Signal metal coverage by tile:
23 x 23 tiles, from dark purple (low) to yellow (high), scaled to the fullest tile. Values are wire area over tile area, all layers added.
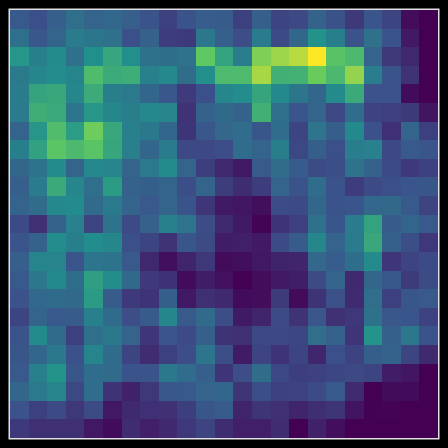
Sequential cells coloured by netlist name:
Scale bar: 20 µm. Other sequential cells in the stronger grey, the rest of the logic in the fainter grey.
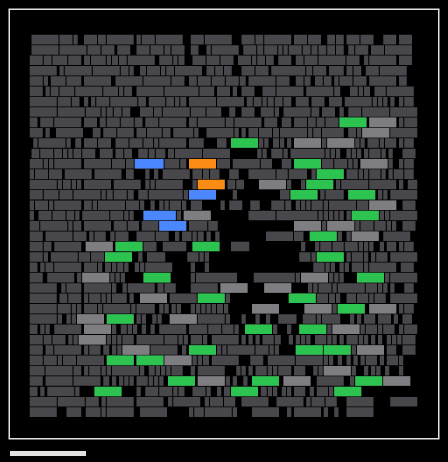
Wiring by layer:
Two of the layers only.
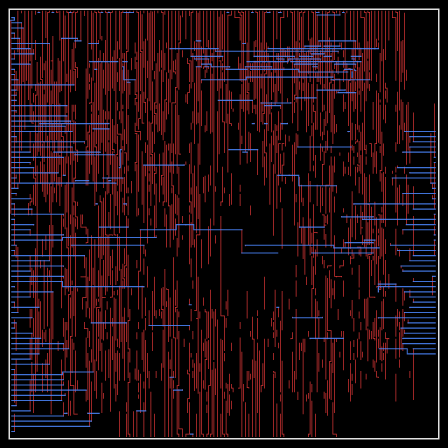
Cell density map:
Scale bar: 20 µm. 11 x 11 tiles, from dark purple (low) to yellow (high), 0 to 100% covered.
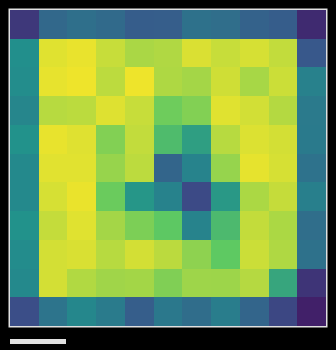
Clock nets:
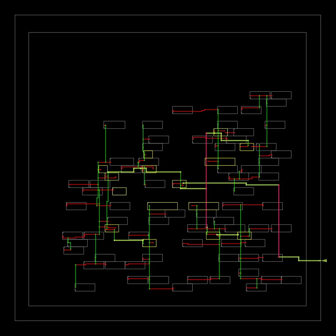
File: src/rtl/bus_arbiter_if.sv
// Signal bundle between the pipeline's IF/MEM access ports, the arbiter and the bus pins.
// The arbiter uses the slave view; the pipeline/bus side uses the master view.
interface bus_arbiter_if #(
  parameter int ADDR_W = 32,
  parameter int DATA_W = 32,
  parameter int CTRL_W = 3
);
  logic              if_req;
  logic [ADDR_W-1:0] if_addr;
  logic              if_gnt;
  logic              if_rvalid;
  logic [DATA_W-1:0] if_rdata;
  logic              dm_req;
  logic              dm_we;
  logic [ADDR_W-1:0] dm_addr;
  logic [CTRL_W-1:0] dm_ctrl;
  logic [DATA_W-1:0] dm_wd;
  logic              dm_gnt;
  logic              dm_rvalid;
  logic [DATA_W-1:0] dm_rdata;
  logic              stall_if;
  logic              stall_dm;
  logic [ADDR_W-1:0] bus_addr;
  logic [CTRL_W-1:0] bus_ctrl;
  logic [DATA_W-1:0] bus_wd;
  logic              bus_we;
  logic [DATA_W-1:0] bus_rd;

  modport slave (
    input  if_req, if_addr, dm_req, dm_we, dm_addr, dm_ctrl, dm_wd, bus_rd,
    output if_gnt, if_rvalid, if_rdata, dm_gnt, dm_rvalid, dm_rdata,
           stall_if, stall_dm, bus_addr, bus_ctrl, bus_wd, bus_we
  );

  modport master (
    output if_req, if_addr, dm_req, dm_we, dm_addr, dm_ctrl, dm_wd, bus_rd,
    input  if_gnt, if_rvalid, if_rdata, dm_gnt, dm_rvalid, dm_rdata,
           stall_if, stall_dm, bus_addr, bus_ctrl, bus_wd, bus_we
  );
endinterface

File: src/rtl/bus_arbiter.sv
// Shares the single external bus between instruction fetch and data access:
// data has priority, a starvation counter lets fetch through, read data returns one cycle late.
//
// state | meaning
// IDLE  | no read in flight
// RD_IF | fetch read in flight, bus_rd returns to the IF port this cycle
// RD_DM | data read in flight, bus_rd returns to the MEM port this cycle
module bus_arbiter #(
  parameter int              ADDR_W     = 32,
  parameter int              DATA_W     = 32,
  parameter int              CTRL_W     = 3,
  parameter int              MAX_STARVE = 4,
  parameter logic [CTRL_W-1:0] CTRL_WORD = CTRL_W'(3'b010)
) (
  input logic          clk,
  input logic          rst,
  bus_arbiter_if.slave arb
);

  typedef enum logic [1:0] {IDLE, RD_IF, RD_DM} state_t;

  state_t            state, state_nxt;
  logic [3:0]        starve_cnt;
  logic              starved;
  logic              if_gnt, dm_gnt;
  logic              if_rvalid, dm_rvalid;
  logic [DATA_W-1:0] if_hold, dm_hold;
  logic [ADDR_W-1:0] bus_addr;
  logic [CTRL_W-1:0] bus_ctrl;
  logic [DATA_W-1:0] bus_wd;
  logic              bus_we;

  always_ff @(posedge clk) begin
    if (rst) begin
      state      <= IDLE;
      starve_cnt <= 4'd0;
      if_hold    <= '0;
      dm_hold    <= '0;
    end else begin
      state <= state_nxt;
      if (if_rvalid) if_hold <= arb.bus_rd;
      if (dm_rvalid) dm_hold <= arb.bus_rd;
      if (if_gnt || !arb.if_req)
        starve_cnt <= 4'd0;
      else if (dm_gnt && !starved)
        starve_cnt <= starve_cnt + 4'd1;
    end
  end

  always_comb begin
    starved   = (starve_cnt == 4'(MAX_STARVE));
    if_gnt    = 1'b0;
    dm_gnt    = 1'b0;
    bus_addr  = '0;
    bus_ctrl  = '0;
    bus_wd    = '0;
    bus_we    = 1'b0;
    state_nxt = IDLE;
    if_rvalid = (state == RD_IF) && !rst;
    dm_rvalid = (state == RD_DM) && !rst;

    // Data wins contention except on the one cycle the starvation counter hands it to fetch.
    if (!rst) begin
      if (arb.if_req && (!arb.dm_req || starved))
        if_gnt = 1'b1;
      else if (arb.dm_req)
        dm_gnt = 1'b1;
    end

    if (if_gnt) begin
      bus_addr  = arb.if_addr;
      bus_ctrl  = CTRL_WORD;
      state_nxt = RD_IF;
    end else if (dm_gnt) begin
      bus_addr  = arb.dm_addr;
      bus_ctrl  = arb.dm_ctrl;
      bus_wd    = arb.dm_wd;
      bus_we    = arb.dm_we;
      state_nxt = arb.dm_we ? IDLE : RD_DM;
    end
  end

  assign arb.if_gnt    = if_gnt;
  assign arb.dm_gnt    = dm_gnt;
  assign arb.if_rvalid = if_rvalid;
  assign arb.dm_rvalid = dm_rvalid;
  assign arb.if_rdata  = if_rvalid ? arb.bus_rd : if_hold;
  assign arb.dm_rdata  = dm_rvalid ? arb.bus_rd : dm_hold;
  assign arb.stall_if  = arb.if_req & ~if_gnt;
  assign arb.stall_dm  = arb.dm_req & ~dm_gnt;
  assign arb.bus_addr  = bus_addr;
  assign arb.bus_ctrl  = bus_ctrl;
  assign arb.bus_wd    = bus_wd;
  assign arb.bus_we    = bus_we;

endmodule

File: src/flat_wrapper.sv
// flat-port wrapper written by rule: the top's interface ports become plain ports
module bus_arbiter_flat 
#(
  parameter int              ADDR_W     = 32,
  parameter int              DATA_W     = 32,
  parameter int              CTRL_W     = 3,
  parameter int              MAX_STARVE = 4,
  parameter logic [CTRL_W-1:0] CTRL_WORD = CTRL_W'(3'b010)
)
  (clk, rst, arb_if_req, arb_if_addr, arb_dm_req, arb_dm_we, arb_dm_addr, arb_dm_ctrl, arb_dm_wd, arb_bus_rd, arb_if_gnt, arb_if_rvalid, arb_if_rdata, arb_dm_gnt, arb_dm_rvalid, arb_dm_rdata, arb_stall_if, arb_stall_dm, arb_bus_addr, arb_bus_ctrl, arb_bus_wd, arb_bus_we);
  bus_arbiter_if #(.ADDR_W(ADDR_W), .DATA_W(DATA_W), .CTRL_W(CTRL_W)) arb_i ();
  input logic clk;
  input logic rst;
  input wire logic [$bits(arb_i.if_req)-1:0] arb_if_req;
  input wire logic [$bits(arb_i.if_addr)-1:0] arb_if_addr;
  input wire logic [$bits(arb_i.dm_req)-1:0] arb_dm_req;
  input wire logic [$bits(arb_i.dm_we)-1:0] arb_dm_we;
  input wire logic [$bits(arb_i.dm_addr)-1:0] arb_dm_addr;
  input wire logic [$bits(arb_i.dm_ctrl)-1:0] arb_dm_ctrl;
  input wire logic [$bits(arb_i.dm_wd)-1:0] arb_dm_wd;
  input wire logic [$bits(arb_i.bus_rd)-1:0] arb_bus_rd;
  output wire logic [$bits(arb_i.if_gnt)-1:0] arb_if_gnt;
  output wire logic [$bits(arb_i.if_rvalid)-1:0] arb_if_rvalid;
  output wire logic [$bits(arb_i.if_rdata)-1:0] arb_if_rdata;
  output wire logic [$bits(arb_i.dm_gnt)-1:0] arb_dm_gnt;
  output wire logic [$bits(arb_i.dm_rvalid)-1:0] arb_dm_rvalid;
  output wire logic [$bits(arb_i.dm_rdata)-1:0] arb_dm_rdata;
  output wire logic [$bits(arb_i.stall_if)-1:0] arb_stall_if;
  output wire logic [$bits(arb_i.stall_dm)-1:0] arb_stall_dm;
  output wire logic [$bits(arb_i.bus_addr)-1:0] arb_bus_addr;
  output wire logic [$bits(arb_i.bus_ctrl)-1:0] arb_bus_ctrl;
  output wire logic [$bits(arb_i.bus_wd)-1:0] arb_bus_wd;
  output wire logic [$bits(arb_i.bus_we)-1:0] arb_bus_we;
  assign arb_i.if_req = arb_if_req;
  assign arb_i.if_addr = arb_if_addr;
  assign arb_i.dm_req = arb_dm_req;
  assign arb_i.dm_we = arb_dm_we;
  assign arb_i.dm_addr = arb_dm_addr;
  assign arb_i.dm_ctrl = arb_dm_ctrl;
  assign arb_i.dm_wd = arb_dm_wd;
  assign arb_i.bus_rd = arb_bus_rd;
  assign arb_if_gnt = arb_i.if_gnt;
  assign arb_if_rvalid = arb_i.if_rvalid;
  assign arb_if_rdata = arb_i.if_rdata;
  assign arb_dm_gnt = arb_i.dm_gnt;
  assign arb_dm_rvalid = arb_i.dm_rvalid;
  assign arb_dm_rdata = arb_i.dm_rdata;
  assign arb_stall_if = arb_i.stall_if;
  assign arb_stall_dm = arb_i.stall_dm;
  assign arb_bus_addr = arb_i.bus_addr;
  assign arb_bus_ctrl = arb_i.bus_ctrl;
  assign arb_bus_wd = arb_i.bus_wd;
  assign arb_bus_we = arb_i.bus_we;
  bus_arbiter #(.ADDR_W(ADDR_W), .DATA_W(DATA_W), .CTRL_W(CTRL_W), .MAX_STARVE(MAX_STARVE), .CTRL_WORD(CTRL_WORD)) u_core (.clk(clk), .rst(rst), .arb(arb_i));
endmodule
File: config.mk
export PLATFORM = sky130hd
export DESIGN_NAME = bus_arbiter_flat
export DESIGN_NICKNAME = d
export VERILOG_FILES = /design/src/rtl/bus_arbiter_if.sv /design/src/rtl/bus_arbiter.sv /design/src/flat_wrapper.sv
export SDC_FILE = /design/constraint.sdc
export NUM_CORES = 1
export LEC_CHECK = 0
export ABC_AREA = 1
export CORE_MARGIN = 5
export CORE_UTILIZATION = 39
export CTS_CLUSTER_DIAMETER = 80
export DETAILED_ROUTE_END_ITERATION = 8
export PLACE_DENSITY = 0.87
export SKIP_CTS_REPAIR_TIMING = 1
export SYNTH_ARGS = -nofsm -noshare
export SYNTH_HDL_FRONTEND = slang
export SYNTH_SLANG_ARGS = --single-unit
File: constraint.sdc
create_clock -name clk -period 2.3 [get_ports clk]
set_input_delay 0.46 -clock clk [delete_from_list [all_inputs] [get_ports clk]]
set_output_delay 0.46 -clock clk [all_outputs]
set_load 0.05 [all_outputs]
==> qor.yml <==
postSynthRegisterBits: 70
grt-busiest-layer: "met2"
dieHeight_um: 113
wirelength_met1_um: 6390
critical_path_peak_fanout: 5
layout_top_cell: "sky130_fd_sc_hd__inv_1"
hold_path.class: "flop to flop"
maxCapViolCount: 0
port_buffers: 273
area_growth_syn_to_fin_pct: 115
cts.reportedPaths.clkPinSlew_ps: 70
placed_cells: 1021
cell_internal_pwr_mw: 2.75
worstReg2RegEnd: "u_core.state[1]$_SDFF_PP0_"
timing.final.hold_violations: 0
peak_supply_drop_uv: 318
yosysTopAreaCell: "sky130_fd_sc_hd__dfxtp_1"
top_cells_by_area: "sky130_fd_sc_hd__dfxtp_1, sky130_fd_sc_hd__inv_1, sky130_fd_sc_hd__o21ai_2"
critPathLaunchType: "flop"
critical_path.endpoint: "arb_bus_addr[25]"
postSynthCellCount: 635
max_clock_freq_mhz: 439
cp-end-kind: "output port"
post_synth_tally_of_flip_flops_with_integrated_enable: 0
global_route.usage.met2: 0.437
ys_area_um2: 4100
hold_path_end: "u_core.dm_hold[6]$_SDFF_PP0_"
worst_r2r_startpoint: "u_core.starve_cnt[1]$_SDFFE_PP0P_"
leakage_nw: 4.50
post-place-ws_ps: -88.4
synthArstFlopShare: 0
setup_tns_ps: 0
setup-violations-final: 0
final_layout_size_suffix_gt1_frac: 0.342
slew_headroom: 0.722
final_design_area_no_fill_um2: 8820
share_clk_of_total_power: 0.292
worst_hold_slack_ps: 527
swShare: 0.332
clk-insertion-delay-late_ps: 340
status: "complete, no violations"
globalRouteMet1Util: 0.264
drt_pre_antenna_iters: 5
power.density_nw_per_um2: 467
mappedNetlistNets: 773
hold-path-cell-count: 4
drt_iter0_markers: 422
io-pin-count: 274
maximum_number_of_pins_on_one_net_before_global_route_repair: 40
crit_slowest_cell: "sky130_fd_sc_hd__dfxtp_4"
yosysUniqueCellTypes: 24
critical_path_class: "flop to output port"
layout_top_cells: "sky130_fd_sc_hd__inv_1, sky130_fd_sc_hd__clkdlybuf4s50_1, sky130_fd_sc_hd__buf_12"
power_clock_mw: 1.20
drtAntennaViolNets: 0
timing.critical_path.cells: "inv_2 -> ha_4 -> nand3_4 -> nand2_8 -> nand2_4 -> buf_6 -> nand3_1 -> nand2_1 -> buf_12"
finish.cell_count_without_fillers: 1049
fillers: 490
number_of_vias_per_cell_after_detailed_routing: 4.91
ys_seq_frac: 0.342
fp.dieArea_um2: 12700
crit_path_start: "u_core.starve_cnt[0]$_SDFFE_PP0P_"
cells_in_synth_stat_txt: 635
slew_at_the_pin_closest_to_its_max_slew_limit_ps: 416
globalplace.congestion: 0.922
seq_power_share: 0.306
antenna_found_initial: 1
hold_start: "u_core.dm_hold[6]$_SDFF_PP0_"
synth_warnings: 0
htree_levels: 3
r2r_slack_ps: 950
power.net_switching_mw: 1.37
grt.overflow.total: 0
synth.cell_area_um2: 4100
route.detailed.drc: 0
met3_usage: 0.0857
cts_tree: "done"
-- 'signal metal coverage by tile' (at the start) --
- fullest tile: 0.85
- densest ninth of the die: top left
- mean over tiles: 0.25
Wirelength per Cell: 17.9 µm
final wirelength: 18,700 µm
vias: 5,146

-- 'sequential cells coloured by netlist name' (at the start) --
- green: u_core.if_hold (flops 32)
- orange: u_core.state (flops 2)
- blue: u_core.starve_cnt (flops 4)
- not coloured: 32
flop share of the area: 0.159
post-route core utilization: 0.858
Seq. pwr: 1.26 mW
area taken by flip-flops and latches: 1410 µm²

-- 'wiring by layer' (at the start) --
- red: M2 (wire length 9,840 µm)
- blue: M3 (wire length 1,670 µm)
total global-route track usage: 0.243

-- 'cell density map' (at the start) --
- tiles over 75% full: 56%
- fullest tile: 98%
- mean over tiles: 68%
Core Util at FP: 0.399
placeable core region: 10,300 µm²

-- 'clock nets' (at the start) --
flop count: 70
worst-case clock skew: 12.2 ps
clock net sink count: 70
TritonCTS Buffers: 9
clkbuf count: 10

[layout make-up]
class / count / share of cell area
Multi-Input combinational cell: 352 / 0.239
Inverter: 175 / 0.0748
Sequential cell: 70 / 0.159
Antenna cell: 1 / 0.000284
Clock buffer: 10 / 0.0156
Tap cell: 136 / 0.0193
Timing Repair Buffer: 300 / 0.480
Clock inverter: 5 / 0.0122
[critical path, delay by kind of cell, from the launching register on]
kind | cells | cell delay [ps]
flip-flops | 1 | 370
adder cells (fa/ha/maj) | 1 | 150
buffers and inverters | 3 | 370
AND/OR/NAND/NOR | 5 | 590
[cells by family after synthesis]
family | synth area share
adders and majority gates | 0.00611
and+or+nand+nor | 0.293
buffers and inverters | 0.231
DFF | 0.342
xor gates and xnor gates | 0.00214
AOI/OAI and AO/OA | 0.125
Power and IR drop assume default switching activity.
